## src/rtl/param_serial_adder.sv

```systemverilog
// Digit-serial adder: adds two WIDTH-bit operands plus carry-in, DIGIT bits per clock.
// Optional signed-overflow flag is built when PARAM_SERIAL_ADDER_OVF_EN is defined.
module param_serial_adder #(
  parameter int unsigned WIDTH = 8,
  parameter int unsigned DIGIT = 1
) (
  input  logic             clk,
  input  logic             rst,
  input  logic             start_i,
  input  logic [WIDTH-1:0] a_i,
  input  logic [WIDTH-1:0] b_i,
  input  logic             cin_i,
  output logic             busy_o,
  output logic             done_o,
  output logic [WIDTH-1:0] sum_o,
  output logic             cout_o,
  output logic             ovf_o
);

  localparam int unsigned K  = WIDTH / DIGIT;
  localparam int unsigned CW = (K > 1) ? $clog2(K) : 1;
  localparam int unsigned DW = DIGIT + 1;

  localparam logic [1:0] S_IDLE = 2'd0;
  localparam logic [1:0] S_RUN  = 2'd1;
  localparam logic [1:0] S_DONE = 2'd2;

  logic [1:0]       state_q, state_d;
  logic [WIDTH-1:0] a_q, a_d;
  logic [WIDTH-1:0] b_q, b_d;
  logic [WIDTH-1:0] acc_q, acc_d;
  logic [WIDTH-1:0] sum_q, sum_d;
  logic             carry_q, carry_d;
  logic             cout_q, cout_d;
  logic             busy_q, busy_d;
  logic             done_q, done_d;
  logic [CW-1:0]    cnt_q, cnt_d;

  logic [DIGIT:0]   digit_res;
  logic [WIDTH-1:0] acc_next;
  logic             last_digit;

`ifdef PARAM_SERIAL_ADDER_OVF_EN
  logic [1:0]       sign_q, sign_d;
  logic             ovf_q, ovf_d;
`endif

  // One digit of the add; the result enters the accumulator from the MSB side.
  assign digit_res  = DW'(a_q[DIGIT-1:0]) + DW'(b_q[DIGIT-1:0]) + DW'(carry_q);
  assign acc_next   = WIDTH'({digit_res[DIGIT-1:0], acc_q} >> DIGIT);
  assign last_digit = (cnt_q == CW'(K - 1));

  always_comb begin
    state_d = state_q;
    a_d     = a_q;
    b_d     = b_q;
    acc_d   = acc_q;
    sum_d   = sum_q;
    carry_d = carry_q;
    cout_d  = cout_q;
    busy_d  = busy_q;
    done_d  = 1'b0;
    cnt_d   = cnt_q;
`ifdef PARAM_SERIAL_ADDER_OVF_EN
    sign_d  = sign_q;
    ovf_d   = ovf_q;
`endif
    case (state_q)
      S_IDLE: begin
        if (start_i) begin
          a_d     = a_i;
          b_d     = b_i;
          carry_d = cin_i;
          acc_d   = '0;
          cnt_d   = '0;
          busy_d  = 1'b1;
          state_d = S_RUN;
`ifdef PARAM_SERIAL_ADDER_OVF_EN
          sign_d  = {a_i[WIDTH-1], b_i[WIDTH-1]};
`endif
        end
      end
      S_RUN: begin
        a_d     = a_q >> DIGIT;
        b_d     = b_q >> DIGIT;
        carry_d = digit_res[DIGIT];
        acc_d   = acc_next;
        cnt_d   = cnt_q + CW'(1);
        if (last_digit) begin
          state_d = S_DONE;
          done_d  = 1'b1;
          sum_d   = acc_next;
          cout_d  = digit_res[DIGIT];
`ifdef PARAM_SERIAL_ADDER_OVF_EN
          ovf_d   = (sign_q[1] == sign_q[0]) && (acc_next[WIDTH-1] != sign_q[1]);
`endif
        end
      end
      S_DONE: begin
        busy_d  = 1'b0;
        state_d = S_IDLE;
      end
      default: begin
        busy_d  = 1'b0;
        state_d = S_IDLE;
      end
    endcase
  end

  always_ff @(posedge clk) begin
    if (rst) begin
      state_q <= S_IDLE;
      a_q     <= '0;
      b_q     <= '0;
      acc_q   <= '0;
      sum_q   <= '0;
      carry_q <= 1'b0;
      cout_q  <= 1'b0;
      busy_q  <= 1'b0;
      done_q  <= 1'b0;
      cnt_q   <= '0;
`ifdef PARAM_SERIAL_ADDER_OVF_EN
      sign_q  <= '0;
      ovf_q   <= 1'b0;
`endif
    end else begin
      state_q <= state_d;
      a_q     <= a_d;
      b_q     <= b_d;
      acc_q   <= acc_d;
      sum_q   <= sum_d;
      carry_q <= carry_d;
      cout_q  <= cout_d;
      busy_q  <= busy_d;
      done_q  <= done_d;
      cnt_q   <= cnt_d;
`ifdef PARAM_SERIAL_ADDER_OVF_EN
      sign_q  <= sign_d;
      ovf_q   <= ovf_d;
`endif
    end
  end

  assign busy_o = busy_q;
  assign done_o = done_q;
  assign sum_o  = sum_q;
  assign cout_o = cout_q;
`ifdef PARAM_SERIAL_ADDER_OVF_EN
  assign ovf_o  = ovf_q;
`else
  assign ovf_o  = 1'b0;
`endif

endmodule

```

## config.mk

```make
export PLATFORM = sky130hd
export DESIGN_NAME = param_serial_adder
export DESIGN_NICKNAME = d
export VERILOG_FILES = /design/src/rtl/param_serial_adder.sv
export SDC_FILE = /design/constraint.sdc
export NUM_CORES = 1
export LEC_CHECK = 0
export CAP_MARGIN = 5
export CORE_UTILIZATION = 50
export DETAILED_ROUTE_END_ITERATION = 8
export GPL_TIMING_DRIVEN = 0
export PLACE_DENSITY = 0.79
export RECOVER_POWER = 100
export SYNTH_ARGS = -nofsm -noshare
export SYNTH_HDL_FRONTEND = slang
export SYNTH_SLANG_ARGS = --single-unit
```

## constraint.sdc

```tcl
create_clock -name clk -period 1.5 [get_ports clk]
set_input_delay 0.3 -clock clk [delete_from_list [all_inputs] [get_ports clk]]
set_output_delay 0.3 -clock clk [all_outputs]
set_load 0.1 [all_outputs]
```

==> impl_metrics.py <==
# Generated from Yosys and OpenROAD reports
metrics = {
    "grt": {
        "grt_util_met2": 0.365,
        "met3_usage": 0.0459,
        "grt_pass1_wl_um": 6040,
        "busiest_layer": "met2",
        "grt_antenna_before_repair": 0,
        "grt_max_degree": 13,
    },
    "critical_path": {
        "path_buffers": 1,
        "cpPeakStageDelay_ns": 0.45,
        "critPathKind": "reg2out",
        "rrSetupSlack_ns": 0.11,
        "crit_family": "buffers and inverters",
        "cp_cell_sequence": "clkbuf_2",
        "worstSetupPathDepth": 1,
        "reg2regPathDepth": 6,
    },
    "power": {
        "leakagePower_nw": 0.770,
        "ir_worst_vdd_v": 0.000559,
    },
    "cts": {
        "cts_setup_buffers": 0,
        "post_cts_resized": 55,
        "insertion_delay_ns": 0.35,
        "cts_root_buffer": "clkbuf_4",
        "clk_pin_slew_ns": 0.11,
        "cts_buffer_depth": 2,
    },
    "min_path": {
        "whs_path_depth": 2,
        "hold_path_class": "reg2reg",
    },
    "synthesis": {
        "ys_cells": 180,
        "avgSynthCellArea_um2": 9.03,
        "topCellsByArea": "dfxtp_1, nand2b_1, a21oi_1",
        "ys_seq_frac": 0.493,
    },
    "final_timing": {
        "hold_viol": 0,
        "fmax_mhz": 695,
    },
    "floorplan": {
        "chipWidth_um": 59.0,
        "die_area_um2": 3480,
        "row_count": 20,
    },
    "drt": {
        "ant_nets": 0,
        "drt_iter0_drc": 90,
    },
    "outcome": {
        "status": "completed",
    },
    "cells_and_area": {
        "mostFrequentLayoutCell": "dfxtp_1",
        "stdcell_area_um2": 1980,
    },
    "placed_design": {
        "placedCellCount": 254,
    },
}
==> state kept, by name (all words and copies together) (netlist names) <==
register / flops
a_q: 8
acc_q: 7
b_q: 8
busy_o: 1
carry_q: 1
cnt_q: 3
cout_o: 1
done_o: 1
state_q: 2
sum_o: 8
==> final cells by class <==
cell class	instances	area, µm²	share of cell area
Timing Repair Buffer	30	245	0.124
Sequential cell	40	801	0.404
Clock buffer	6	51.3	0.0259
Clock inverter	2	10.0	0.00505
Inverter	2	7.51	0.00379
Multi-Input combinational cell	122	713	0.360
Buffer	16	98.8	0.0499
Tap cell	44	55.1	0.0278
==> synthesized netlist by cell type <==
| cell | count |
|---|---|
| fa_1 | 1 |
| conb_1 | 1 |
| or2_4 | 1 |
| nor2_1 | 25 |
| nand2_1 | 18 |
| nor2b_1 | 1 |
| a221oi_1 | 5 |
| ha_1 | 2 |
| inv_1 | 2 |
| o21ai_2 | 1 |
| and3b_1 | 1 |
| buf_4 | 2 |
| clkbuf_1 | 3 |
| nand2b_1 | 16 |
| o32ai_1 | 8 |
| a22oi_1 | 11 |
| nand3b_1 | 1 |
| a222oi_1 | 2 |
| o21bai_1 | 1 |
| nor3_1 | 6 |
| a21oi_1 | 19 |
| nor3b_1 | 1 |
| buf_6 | 3 |
| dfxtp_1 | 40 |
| buf_2 | 8 |
| mux2i_1 | 1 |
==> power by group <==
group / internal [mW] / switching, mW
Sequential: 1.12 / 0.0357
Combinational: 0.139 / 0.155
Clock: 0.223 / 0.339
==> per-stage QoR <==
stage / hold WS, ns / utilization / setup TNS (ns) / worst slack, ns
global placement: 0.445 / 0.643 / -6.93 / -0.245
floorplan: 0.432 / - / 0 / 0.258
finish: 0.459 / 0.644 / 0 / 0.0622
global route: 0.480 / 0.644 / 0 / 0.0205
CTS: 0.463 / 0.646 / 0 / 0.0624
detailed placement: 0.449 / 0.643 / -8.07 / -0.253
==> final timing paths <==
path,start,end
min reg2reg,sum_o[6],sum_o[6]
min,sum_o[6],sum_o[6]
max,cout_o,cout_o
max reg2reg,cnt_q[0],sum_o[7]
==> layer usage <==
| metal | part of all wire | wire, µm |
|---|---|---|
| met3 | 0.044 | 155 |
| met2 | 0.48 | 1680 |
| met5 | 0 | 0 |
| met4 | 0.020 | 70 |
| met1 | 0.46 | 1620 |
==> kinds of logic after synthesis <==
kind of cell    Yosys count  synth area share
simple gates             70             0.203
fa+ha+maj                 3            0.0277
other cells               1           0.00231
buf+inv                  18            0.0662
mux                       1           0.00616
flops                    40             0.493
compound gates           47             0.202
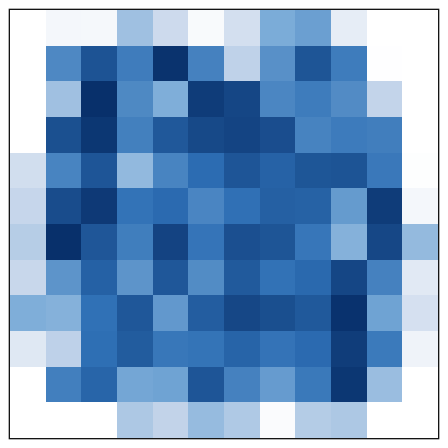
(local utilization)
12 x 12 tiles, from white (low) to dark blue (high), 0 to 100% covered.
The mean over all tiles is 55%. 33% of the tiles are over 75% full. The densest ninth of the die: middle.
FP Util: 0.528
Final Util: 0.644
core area: 3080 µm²

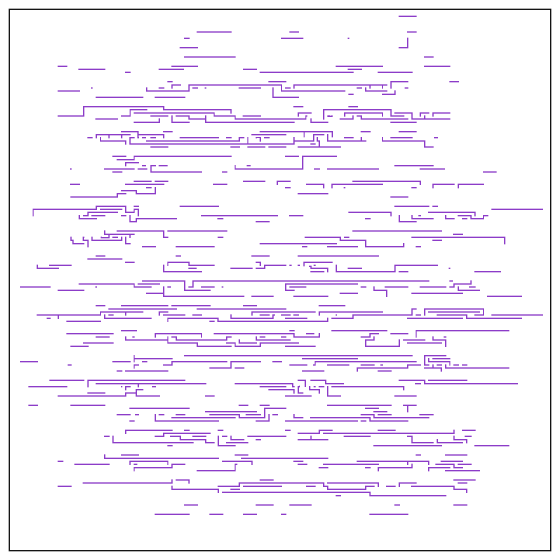
(met1 routing)
The layer holds 46% of the routed length. The layer carries 1620 µm of wire. The longest straight run is 25.8 µm. The wires run mostly horizontal.
drt total wl: 3520 µm
routed vias: 1426
met1 Use GR: 0.301

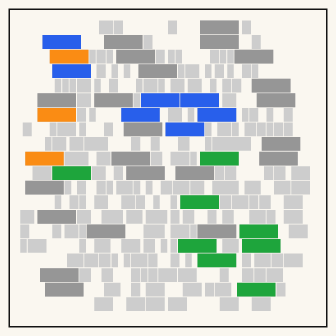
(sequential cells grouped by signal name)
Other sequential cells in the stronger grey, the rest of the logic in the fainter grey.
Key: acc_q = blue [placed flops 7]; cnt_q = orange [placed flops 3]; b_q = green [placed flops 8]
Another 22 sequential cells are not coloured.
sequential power: 1.16 mW
FF/Latch Area: 801 µm²
flop share of the area: 0.404

No activity file was given, so power comes from the tool's default toggle rates.
